==> src/rtl/gen_sequencer_pkg.sv <==
// Shared types and widths for the burst generator sequencer.
package gen_sequencer_pkg;

    localparam int unsigned CYC_W = 32;
    localparam int unsigned CNT_W = 16;
    localparam int unsigned TOT_W = 48;

    typedef enum logic [2:0] {
        ST_IDLE   = 3'd0,
        ST_LAUNCH = 3'd1,
        ST_RUN    = 3'd2,
        ST_GAP    = 3'd3,
        ST_DONE   = 3'd4
    } seq_state_t;

    typedef struct packed {
        logic [CYC_W-1:0] burst_cycles;
        logic [CNT_W-1:0] burst_count;
        logic [CNT_W-1:0] gap_cycles;
    } seq_cfg_t;

endpackage

==> src/rtl/gen_sequencer.sv <==
// Sequences bursts of a stream generator and counts observed beats.
// Optional RUN-state watchdog enabled by defining GEN_SEQUENCER_TIMEOUT_EN.
module gen_sequencer
    import gen_sequencer_pkg::*;
#(
    parameter int unsigned TIMEOUT = 1024
) (
    input  logic             clk,
    input  logic             resetn,
    input  logic             cfg_start,
    input  logic             cfg_abort,
    input  logic [CYC_W-1:0] cfg_burst_cycles,
    input  logic [CNT_W-1:0] cfg_burst_count,
    input  logic [CNT_W-1:0] cfg_gap_cycles,
    output logic             gen_start,
    output logic [CYC_W-1:0] gen_max_cycles,
    input  logic             mon_tvalid,
    input  logic             mon_tready,
    output logic             busy,
    output logic             done,
    output logic             aborted,
    output logic             error,
    output logic [CNT_W-1:0] bursts_done,
    output logic [TOT_W-1:0] beats_total
);

    seq_state_t       state, state_nxt;
    seq_cfg_t         cfg_q, cfg_nxt;
    logic [CYC_W-1:0] beat_cnt, beat_cnt_nxt, beat_cnt_inc;
    logic [CNT_W-1:0] gap_cnt, gap_cnt_nxt;
    logic [CNT_W-1:0] bursts_nxt, bursts_inc;
    logic [TOT_W-1:0] total_nxt;
    logic             aborted_nxt;
    logic             beat_c;

`ifdef GEN_SEQUENCER_TIMEOUT_EN
    localparam int unsigned WD_W = (TIMEOUT < 2) ? 1 : $clog2(TIMEOUT);
    logic [WD_W-1:0] wdog, wdog_nxt;
    logic            error_nxt;
`endif

    assign beat_c         = mon_tvalid & mon_tready;
    assign beat_cnt_inc   = beat_cnt + CYC_W'(1);
    assign bursts_inc     = bursts_done + CNT_W'(1);
    assign gen_max_cycles = cfg_q.burst_cycles;

    // Next-state and next-counter logic; abort overrides everything at the end.
    always_comb begin
        state_nxt    = state;
        cfg_nxt      = cfg_q;
        beat_cnt_nxt = beat_cnt;
        gap_cnt_nxt  = gap_cnt;
        bursts_nxt   = bursts_done;
        total_nxt    = beats_total;
        aborted_nxt  = aborted;
`ifdef GEN_SEQUENCER_TIMEOUT_EN
        wdog_nxt     = wdog;
        error_nxt    = error;
`endif
        case (state)
            ST_IDLE: begin
                if (cfg_start) begin
                    cfg_nxt.burst_cycles = cfg_burst_cycles;
                    cfg_nxt.burst_count  = cfg_burst_count;
                    cfg_nxt.gap_cycles   = cfg_gap_cycles;
                    bursts_nxt           = '0;
                    total_nxt            = '0;
                    aborted_nxt          = 1'b0;
`ifdef GEN_SEQUENCER_TIMEOUT_EN
                    error_nxt            = 1'b0;
`endif
                    state_nxt = (cfg_burst_cycles == '0 || cfg_burst_count == '0)
                              ? ST_DONE : ST_LAUNCH;
                end
            end
            ST_LAUNCH: begin
                beat_cnt_nxt = '0;
`ifdef GEN_SEQUENCER_TIMEOUT_EN
                wdog_nxt     = '0;
`endif
                state_nxt    = ST_RUN;
            end
            ST_RUN: begin
                if (beat_c) begin
                    beat_cnt_nxt = beat_cnt_inc;
                    total_nxt    = beats_total + TOT_W'(1);
`ifdef GEN_SEQUENCER_TIMEOUT_EN
                    wdog_nxt     = '0;
`endif
                    if (beat_cnt_inc == cfg_q.burst_cycles) begin
                        bursts_nxt  = bursts_inc;
                        gap_cnt_nxt = '0;
                        state_nxt   = (bursts_inc == cfg_q.burst_count) ? ST_DONE : ST_GAP;
                    end
                end
`ifdef GEN_SEQUENCER_TIMEOUT_EN
                else if (wdog == WD_W'(TIMEOUT - 1)) begin
                    error_nxt = 1'b1;
                    state_nxt = ST_IDLE;
                end else begin
                    wdog_nxt = wdog + WD_W'(1);
                end
`endif
            end
            ST_GAP: begin
                // A zero gap still spends one cycle here before relaunching.
                if (cfg_q.gap_cycles == '0 || gap_cnt == cfg_q.gap_cycles - CNT_W'(1)) begin
                    state_nxt = ST_LAUNCH;
                end else begin
                    gap_cnt_nxt = gap_cnt + CNT_W'(1);
                end
            end
            ST_DONE: state_nxt = ST_IDLE;
            default: state_nxt = ST_IDLE;
        endcase

        if (cfg_abort && state != ST_IDLE) begin
            state_nxt    = ST_IDLE;
            aborted_nxt  = 1'b1;
            beat_cnt_nxt = beat_cnt;
            gap_cnt_nxt  = gap_cnt;
            bursts_nxt   = bursts_done;
            total_nxt    = beats_total;
`ifdef GEN_SEQUENCER_TIMEOUT_EN
            error_nxt    = error;
`endif
        end
    end

    // State, counters and registered outputs.
    always_ff @(posedge clk or negedge resetn) begin
        if (!resetn) begin
            state       <= ST_IDLE;
            cfg_q       <= '0;
            beat_cnt    <= '0;
            gap_cnt     <= '0;
            bursts_done <= '0;
            beats_total <= '0;
            aborted     <= 1'b0;
            gen_start   <= 1'b0;
            busy        <= 1'b0;
            done        <= 1'b0;
        end else begin
            state       <= state_nxt;
            cfg_q       <= cfg_nxt;
            beat_cnt    <= beat_cnt_nxt;
            gap_cnt     <= gap_cnt_nxt;
            bursts_done <= bursts_nxt;
            beats_total <= total_nxt;
            aborted     <= aborted_nxt;
            gen_start   <= (state_nxt == ST_LAUNCH);
            busy        <= (state_nxt != ST_IDLE);
            done        <= (state_nxt == ST_DONE);
        end
    end

`ifdef GEN_SEQUENCER_TIMEOUT_EN
    // Watchdog counter and sticky timeout flag.
    always_ff @(posedge clk or negedge resetn) begin
        if (!resetn) begin
            wdog  <= '0;
            error <= 1'b0;
        end else begin
            wdog  <= wdog_nxt;
            error <= error_nxt;
        end
    end
`else
    assign error = 1'b0;
`endif

endmodule

==> config.mk <==
export PLATFORM = sky130hd
export DESIGN_NAME = gen_sequencer
export DESIGN_NICKNAME = d
export VERILOG_FILES = /design/src/rtl/gen_sequencer_pkg.sv /design/src/rtl/gen_sequencer.sv
export SDC_FILE = /design/constraint.sdc
export NUM_CORES = 1
export LEC_CHECK = 0
export CORE_ASPECT_RATIO = 0.75
export CORE_MARGIN = 1.5
export CORE_UTILIZATION = 50
export CTS_CLUSTER_SIZE = 8
export DETAILED_ROUTE_END_ITERATION = 7
export MAX_ROUTING_LAYER = met4
export PLACE_DENSITY_LB_ADDON = 0.25
export SLEW_MARGIN = 0
export SYNTH_ARGS = -nofsm -noshare
export SYNTH_HDL_FRONTEND = slang
export SYNTH_SLANG_ARGS = --single-unit
==> constraint.sdc <==
create_clock -name clk -period 4.2 [get_ports clk]
set_input_delay 1.05 -clock clk [delete_from_list [all_inputs] [get_ports clk]]
set_output_delay 1.05 -clock clk [all_outputs]
set_load 0.02 [all_outputs]
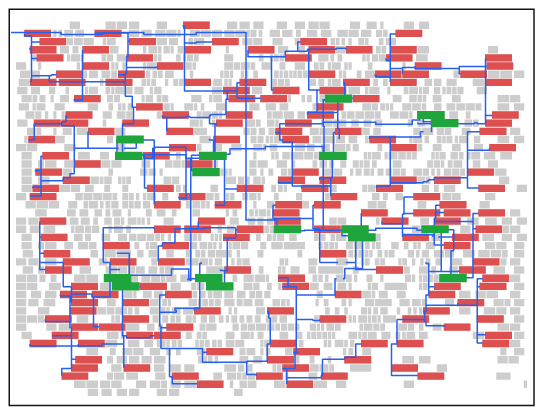
**Above:** run 1 (routed clock nets over the placement).
Scale: 3 px per um.
Green shows clock drivers, count 17. Red shows flip-flops, count 183. Blue shows clock wires, length 2360 um.
There are 18 routed clock nets. Position of the flops: spread over the die.
Post-Route Skew: 0.0191 ns
P_clk: 1.57 mW
clock network power share: 0.211

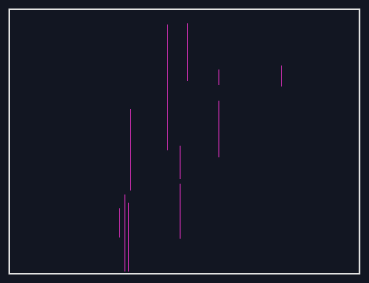
**Above:** run 1 (M4 wires).
Scale: 2 px per um.
The longest straight run is 62.6 um. The layer holds 1.1% of the routed length. 9 nets have wire on it.
vias post-DR: 9534
Total Routed Length: 29.0 mm

==> Slide: Implementation Results, run 1 <==
Implementation Results

Run status
  – Run status: finished clean

Hold path
  – Launch point of the worst hold path: beat_cnt[31]
  – Min-delay worst type: flip-flop to flip-flop
  – Worst Hold Path EP: beat_cnt[31]
  – Cells on Worst Hold Path: 1

Flow run
  – Tool warnings: 29
  – Maxcap violations: 0

Layout
  – Most frequent logic cell in the layout: dfrtp_1
  – Top class by area: combinational gates
  – Reg with most FFs: beats_total
  – Top Layout Cells: dfrtp_1, clkdlybuf4s50_1, nand2_1
  – Final std cells w/o fill: roughly 1600
  – Buffers, non-clock: about 190
  – MI comb area: 5850 um2
  – Logic share of the area: 0.438
  – Clk tree area frac: 0.0430
  – Max FFs per register: 48
  – Cell area after layout: roughly 13000 um2
  – Inverters: 27
  – Layout area overhead: 21.3%
  – Sequential cell area share: 0.343
  – Data buffer area share: 0.142
  – Share of layout cells above drive strength 1: 0.110
  – Flop count: about 180
  – Clock buf count: 18
  – Fill cells: 1810
  – Sequential cell area: 4580 um2
  – Inserted Diodes: 0
  – Final nets: 1394
  – Mi-comb count: roughly 900

Clocking
  – Setup bufs post-CTS: 0
  – Clock-pin slew on the worst setup and hold paths: around 0.08 ns
  – CTS tree: yes
  – Maximum buffer depth of the clock tree: 2
  – # hold bufs at CTS: 0
  – Post-CTS resize count: 0
  – CTS Buf Count: 17
  – Root Driver: clkbuf_16
  – Clock latency on the worst-skew pair: around 0.44 ns
  – Clock sink count: 183
  – Htree depth: 4

Synth
  – Distinct lib cells: 75
  – Synth area leader: dfrtp_1
  – Most numerous cell in the Yosys netlist: dfrtp_1
  – EDFF count, synth: 0
  – Fraction of the mapped netlist area in adder cells: 0.00681
  – Simple share: 0.232
  – Ao+oa area frac: 0.128
  – Yosys warnings: 0
  – Post-Syn Nets: around 1300
  – XOR/XNOR Fraction of Synth Area: 0.0962
  – Synth top area share: 0.416
  – Seq share, synth: 0.416
  – Asr flop ratio synth: 1.00
  – Ys cells: 1203
  – Avg Inst Size Synth: 9.16 um2
  – Syn Inst Count: roughly 1200
  – Synth mux share: 0.0668
  – Mapped Area: 11000 um2
  – Largest cells by area after synthesis: dfrtp_1, mux2_2, xnor2_1, xor2_1, nand2_1
  – Dominant register cell: dfrtp_1
  – Yosys reg bits: 183
  – Top comb family, area: simple AND/OR/NAND/NOR gates
  – YS chip area: around 11000 um2
  – Commonest cells in the synthesized netlist: dfrtp_1, nand2_1, nor2_1, o21ai_0, xnor2_1

Die
  – I/O pin count: roughly 170
  – Rows: 46
  – Die width: 174 um
  – Tapcells: ~290
  – Chip area: 22900 um2

Timing
  – Final tally of setup violations: 0
  – Fmax: approximately 260 MHz
  – Crit share post-route: 0.911
  – Final hold viol count: 0
  – Pins Over Slew Limit: 0
  – PnR worst setup slack: 0.373 ns
  – Post-Route Setup TNS: 0 ns
  – Actual slew at the worst max-slew pin: approximately 0.82 ns
  – Final hold slack: 0.510 ns
  – Relative slew slack: 0.456
  – Minimum clock period: 3.83 ns
  – RSZ-0062 raised after global routing: no

Placed design
  – Post-DP HPWL: 20.9 mm
  – IO buf count: 169
  – Area after DPL: 12800 um2
  – Cell count after placement: approximately 1600
  – Pre-CTS WS: 0.0709 ns
  – RePlAce Congestion: ~0.96

GRT
  – Busiest grt layer: met1
  – Grt met3 use: 0.0503
  – Grt met1 use: 0.388
  – Grt ovf: 0
  – First-pass GRT wire length: 47.1 mm
  – Vias in the first global route: about 9000
  – Initial antenna violation count: 0
  – Met2 Use GR: 0.368
  – Pin count of the biggest net entering global routing: 104
  – Gr usage total: 0.261

Pwr
  – Seq power: 2.80 mW
  – Final Power: around 7.5 mW
  – Comb pwr share: 0.413
  – PD cells: around 560 nW/um2
  – Top power group: combinational cells
  – Sw Ratio: 0.397
  – Peak supply drop: 0.361 mV
  – Pleak: roughly 5.1 nW
  – Int Pwr: 4.50 mW
  – NetSw: between 2 and 3 mW
  – Seq pwr share: 0.375
  – Comb group: 3.08 mW

Worst setup path
  – Buf/Inv on CP: 0
  – R2R cell count: 9
  – Worst R2R End: bursts_done[10]
  – Critical Path AT: 4.19 ns
  – Reg2reg setup slack: 0.37 ns
  – Launch point of the worst path: beat_cnt[8]
  – Critical-path cell list: nand4_1 -> or4_1 -> nor4_1 -> nand4_1 -> a22oi_1 -> nand3_1 -> nand2b_1 -> or4_1 -> nand3_1
  – Nature of the critical path startpoint: flip-flop
  – CP max-delay cell: or4_1
  – CP max FO: 16
  – Worst Setup Path Type: flip-flop to flip-flop
  – R2r startpoint: beat_cnt[8]
  – Crit-path max cell delay: 0.68 ns
  – Critical Path End Type: flip-flop
  – Levels on crit path: 9
  – Critical Path Sink: bursts_done[10]
  – Crit path required time: approximately 4.6 ns
  – Crit-path leading delay family: simple AND/OR/NAND/NOR gates

Detailed routing
  – Met3 wire length: roughly 2.2 mm
  – Drt drc: 0
  – 1st-iter DRT viols: 749
  – Wire per inst: 17.9 um
  – Post-Route M1 WL: 14.2 mm
  – DRT antenna net count: 0
  – Met2 wire length: 12.3 mm
  – Initial DRT Pass Iterations: 8
  – Max Used Layer: met4
  – Via density: ~5.9
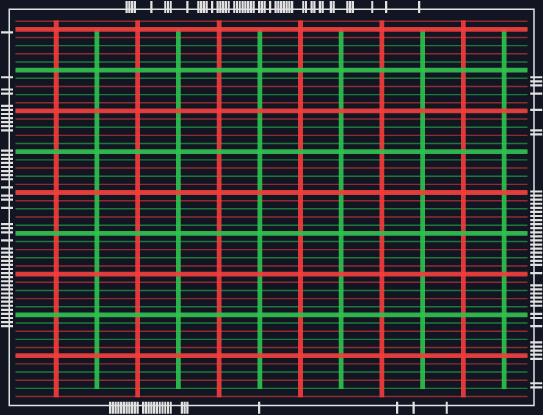
**Above:** run 1 (PDN straps and rails).
Scale: 3 px per um. Pins as bars on the die edge.
Red shows VSS. Green shows VDD.
47 met1 rails follow the rows. 9 straps on met5. 171 signal pins sit on the boundary. The core has 46 rows. 12 straps on met4.
area of the core: 21400 um2
die boundary height: 132 um

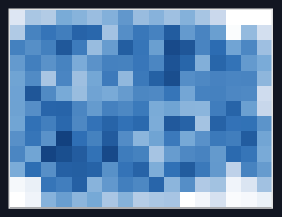
**Above:** run 1 (local utilization).
Scale: 1.5 px per um. 17 x 13 tiles, from white (low) to dark blue (high), 0 to 100% covered.
18% of the tiles are over 75% full. The fullest tile reaches 93%. 2.3% of the tiles are nearly empty. The mean over all tiles is 57%.
Core Util, Final: 0.626
FP Util: 0.516

==> run 1 -> run 2 <==
--- a/config.mk
+++ b/config.mk
@@ -10,7 +10,6 @@
 export CORE_UTILIZATION = 50
 export CTS_CLUSTER_SIZE = 8
 export DETAILED_ROUTE_END_ITERATION = 7
-export MAX_ROUTING_LAYER = met4
 export PLACE_DENSITY_LB_ADDON = 0.25
 export SLEW_MARGIN = 0
 export SYNTH_ARGS = -nofsm -noshare
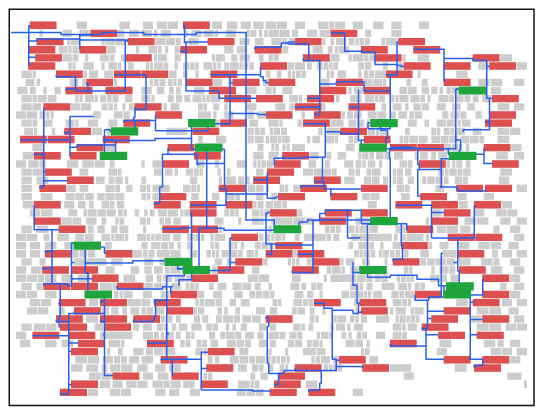
**Above:** run 2 (routed clock nets over the placement).
Scale: 3 px per um.
Blue shows clock wires, length 2400 um. Red shows flip-flops, count 183. Green shows clock drivers, count 17.
There are 18 routed clock nets. Position of the flops: spread over the die.
P_clk: 1.69 mW
Post-Route Skew: 0.0146 ns
clock latency on the worst-skew pair: 0.44 ns

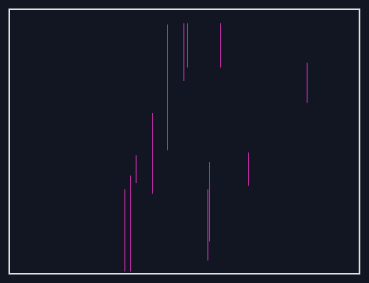
**Above:** run 2 (M4 wires).
Scale: 2 px per um.
10 nets have wire on it. The longest straight run is 62.6 um. The layer carries 388 um of wire. The layer holds 1.3% of the routed length.
vias post-DR: 9597
Total Routed Length: 29.4 mm

==> Slide: Implementation Results, run 2 <==
Implementation Results

Clocking
  – Post-CTS resize count: 0
  – Maximum buffer depth of the clock tree: 2
  – Root Driver: clkbuf_16
  – Setup bufs post-CTS: 0
  – Clock-pin slew on the worst setup and hold paths: roughly 0.07 ns
  – # hold bufs at CTS: 0
  – Htree depth: 4
  – Clock sink count: roughly 180
  – CTS tree: yes

Timing
  – Final hold viol count: 0
  – Final tally of setup violations: 0
  – Crit share post-route: 0.893
  – Final hold slack: 0.511 ns
  – Relative slew slack: 0.447
  – Pins Over Slew Limit: 0
  – Minimum clock period: between 3 and 4 ns
  – Actual slew at the worst max-slew pin: 0.829 ns
  – Post-Route Setup TNS: 0 ns
  – RSZ-0062 raised after global routing: no
  – Fmax: 267 MHz
  – PnR worst setup slack: 0.451 ns

Worst setup path
  – CP dominant cell by count: or3_1
  – R2R cell count: 10
  – Worst Setup Path Type: flip-flop to flip-flop
  – Crit-path leading delay family: simple AND/OR/NAND/NOR gates
  – Nature of the critical path startpoint: flip-flop
  – Worst R2R End: done
  – Critical-path cell list: ha_1 -> nand4_1 -> or3_1 -> or3_1 -> a211oi_1 -> o32ai_1 -> or4_1 -> nor3_1 -> a22oi_1 -> nor2b_1
  – CP max-delay cell: or4_1
  – CP max FO: 8
  – Launch point of the worst path: bursts_done[0]
  – Critical Path Sink: done
  – Crit-path max cell delay: slightly below 0.6 ns
  – Critical Path End Type: flip-flop
  – Reg2reg setup slack: 0.45 ns
  – Levels on crit path: 10
  – Crit path required time: 4.56 ns

Synth
  – Commonest cells in the synthesized netlist: dfrtp_1, nand2_1, nor2_1, o21ai_0, xnor2_1
  – Avg Inst Size Synth: 9.16 um2
  – Synth area leader: dfrtp_1
  – Largest cells by area after synthesis: dfrtp_1, mux2_2, xnor2_1, xor2_1, nand2_1
  – Ys cells: between 1000 and 1500
  – Top comb family, area: simple AND/OR/NAND/NOR gates
  – Most numerous cell in the Yosys netlist: dfrtp_1
  – Yosys warnings: 0
  – Ao+oa area frac: 0.128
  – XOR/XNOR Fraction of Synth Area: 0.0962
  – Fraction of the mapped netlist area in adder cells: 0.00681
  – Distinct lib cells: 75
  – Synth mux share: 0.0668
  – Yosys reg bits: 183
  – Simple share: 0.232
  – Synth top area share: 0.416
  – YS chip area: 11000 um2
  – Mapped Area: ~11000 um2
  – Dominant register cell: dfrtp_1
  – EDFF count, synth: 0
  – Seq share, synth: 0.416
  – Post-Syn Nets: 1279

Pwr
  – PD cells: 564 nW/um2
  – NetSw: 2.92 mW
  – Final Power: between 7 and 8 mW
  – Comb pwr share: 0.407
  – Comb group: 3.08 mW
  – Clock network power share: 0.223
  – Top power group: combinational cells
  – Sw Ratio: 0.385
  – Pleak: 5.16 nW
  – Int Pwr: 4.66 mW
  – Seq pwr share: 0.370
  – Peak supply drop: 0.377 mV
  – Seq power: roughly 2.8 mW

Detailed routing
  – Initial DRT Pass Iterations: 6
  – Post-Route M1 WL: around 15 mm
  – Drt drc: 0
  – Via density: 5.92
  – Wire per inst: 18.1 um
  – 1st-iter DRT viols: between 900 and 1000
  – DRT antenna net count: 0
  – Met3 wire length: 2.00 mm
  – Max Used Layer: met4
  – Met2 wire length: 12.4 mm

Layout
  – Inserted Diodes: 0
  – Reg with most FFs: beats_total
  – Buffers, non-clock: between 150 and 200
  – Layout area overhead: 21.9%
  – Core Util, Final: 0.629
  – Max FFs per register: 48
  – Logic share of the area: 0.435
  – Top Layout Cells: dfrtp_1, clkdlybuf4s50_1, nand2_1
  – Top class by area: combinational gates
  – Share of layout cells above drive strength 1: 0.111
  – MI comb area: 5840 um2
  – Clock buf count: 19
  – Flop count: between 150 and 200
  – Sequential cell area: 4580 um2
  – Data buffer area share: 0.144
  – Final nets: 1397
  – Sequential cell area share: 0.341
  – Cell area after layout: 13400 um2
  – Most frequent logic cell in the layout: dfrtp_1
  – Inverters: 27
  – Fill cells: approximately 1800
  – Clk tree area frac: 0.0454

GRT
  – First-pass GRT wire length: approximately 48 mm
  – Busiest grt layer: met1
  – Vias in the first global route: ~9000
  – Gr usage total: 0.260
  – Pin count of the biggest net entering global routing: 98
  – Initial antenna violation count: 0
  – Met2 Use GR: 0.365
  – Grt met3 use: 0.0509
  – Grt met1 use: 0.403
  – Grt ovf: 0

Placed design
  – Post-DP HPWL: between 20 and 25 mm
  – Pre-CTS WS: 0.220 ns
  – IO buf count: 169
  – Cell count after placement: around 1600
  – RePlAce Congestion: 0.923

Die
  – FP Util: 0.516
  – Die boundary height: 132 um
  – Area of the core: 21400 um2
  – Chip area: 22900 um2
  – Die width: 174 um
  – Tapcells: between 200 and 300
  – Rows: about 46
  – I/O pin count: 171

Run status
  – Run status: finished clean

Flow run
  – Tool warnings: 27
  – Maxcap violations: 0

Hold path
  – Min-delay worst type: flip-flop to flip-flop
  – Launch point of the worst hold path: beat_cnt[31]
Power figures rest on the tool's default switching activity, not on a simulated workload.
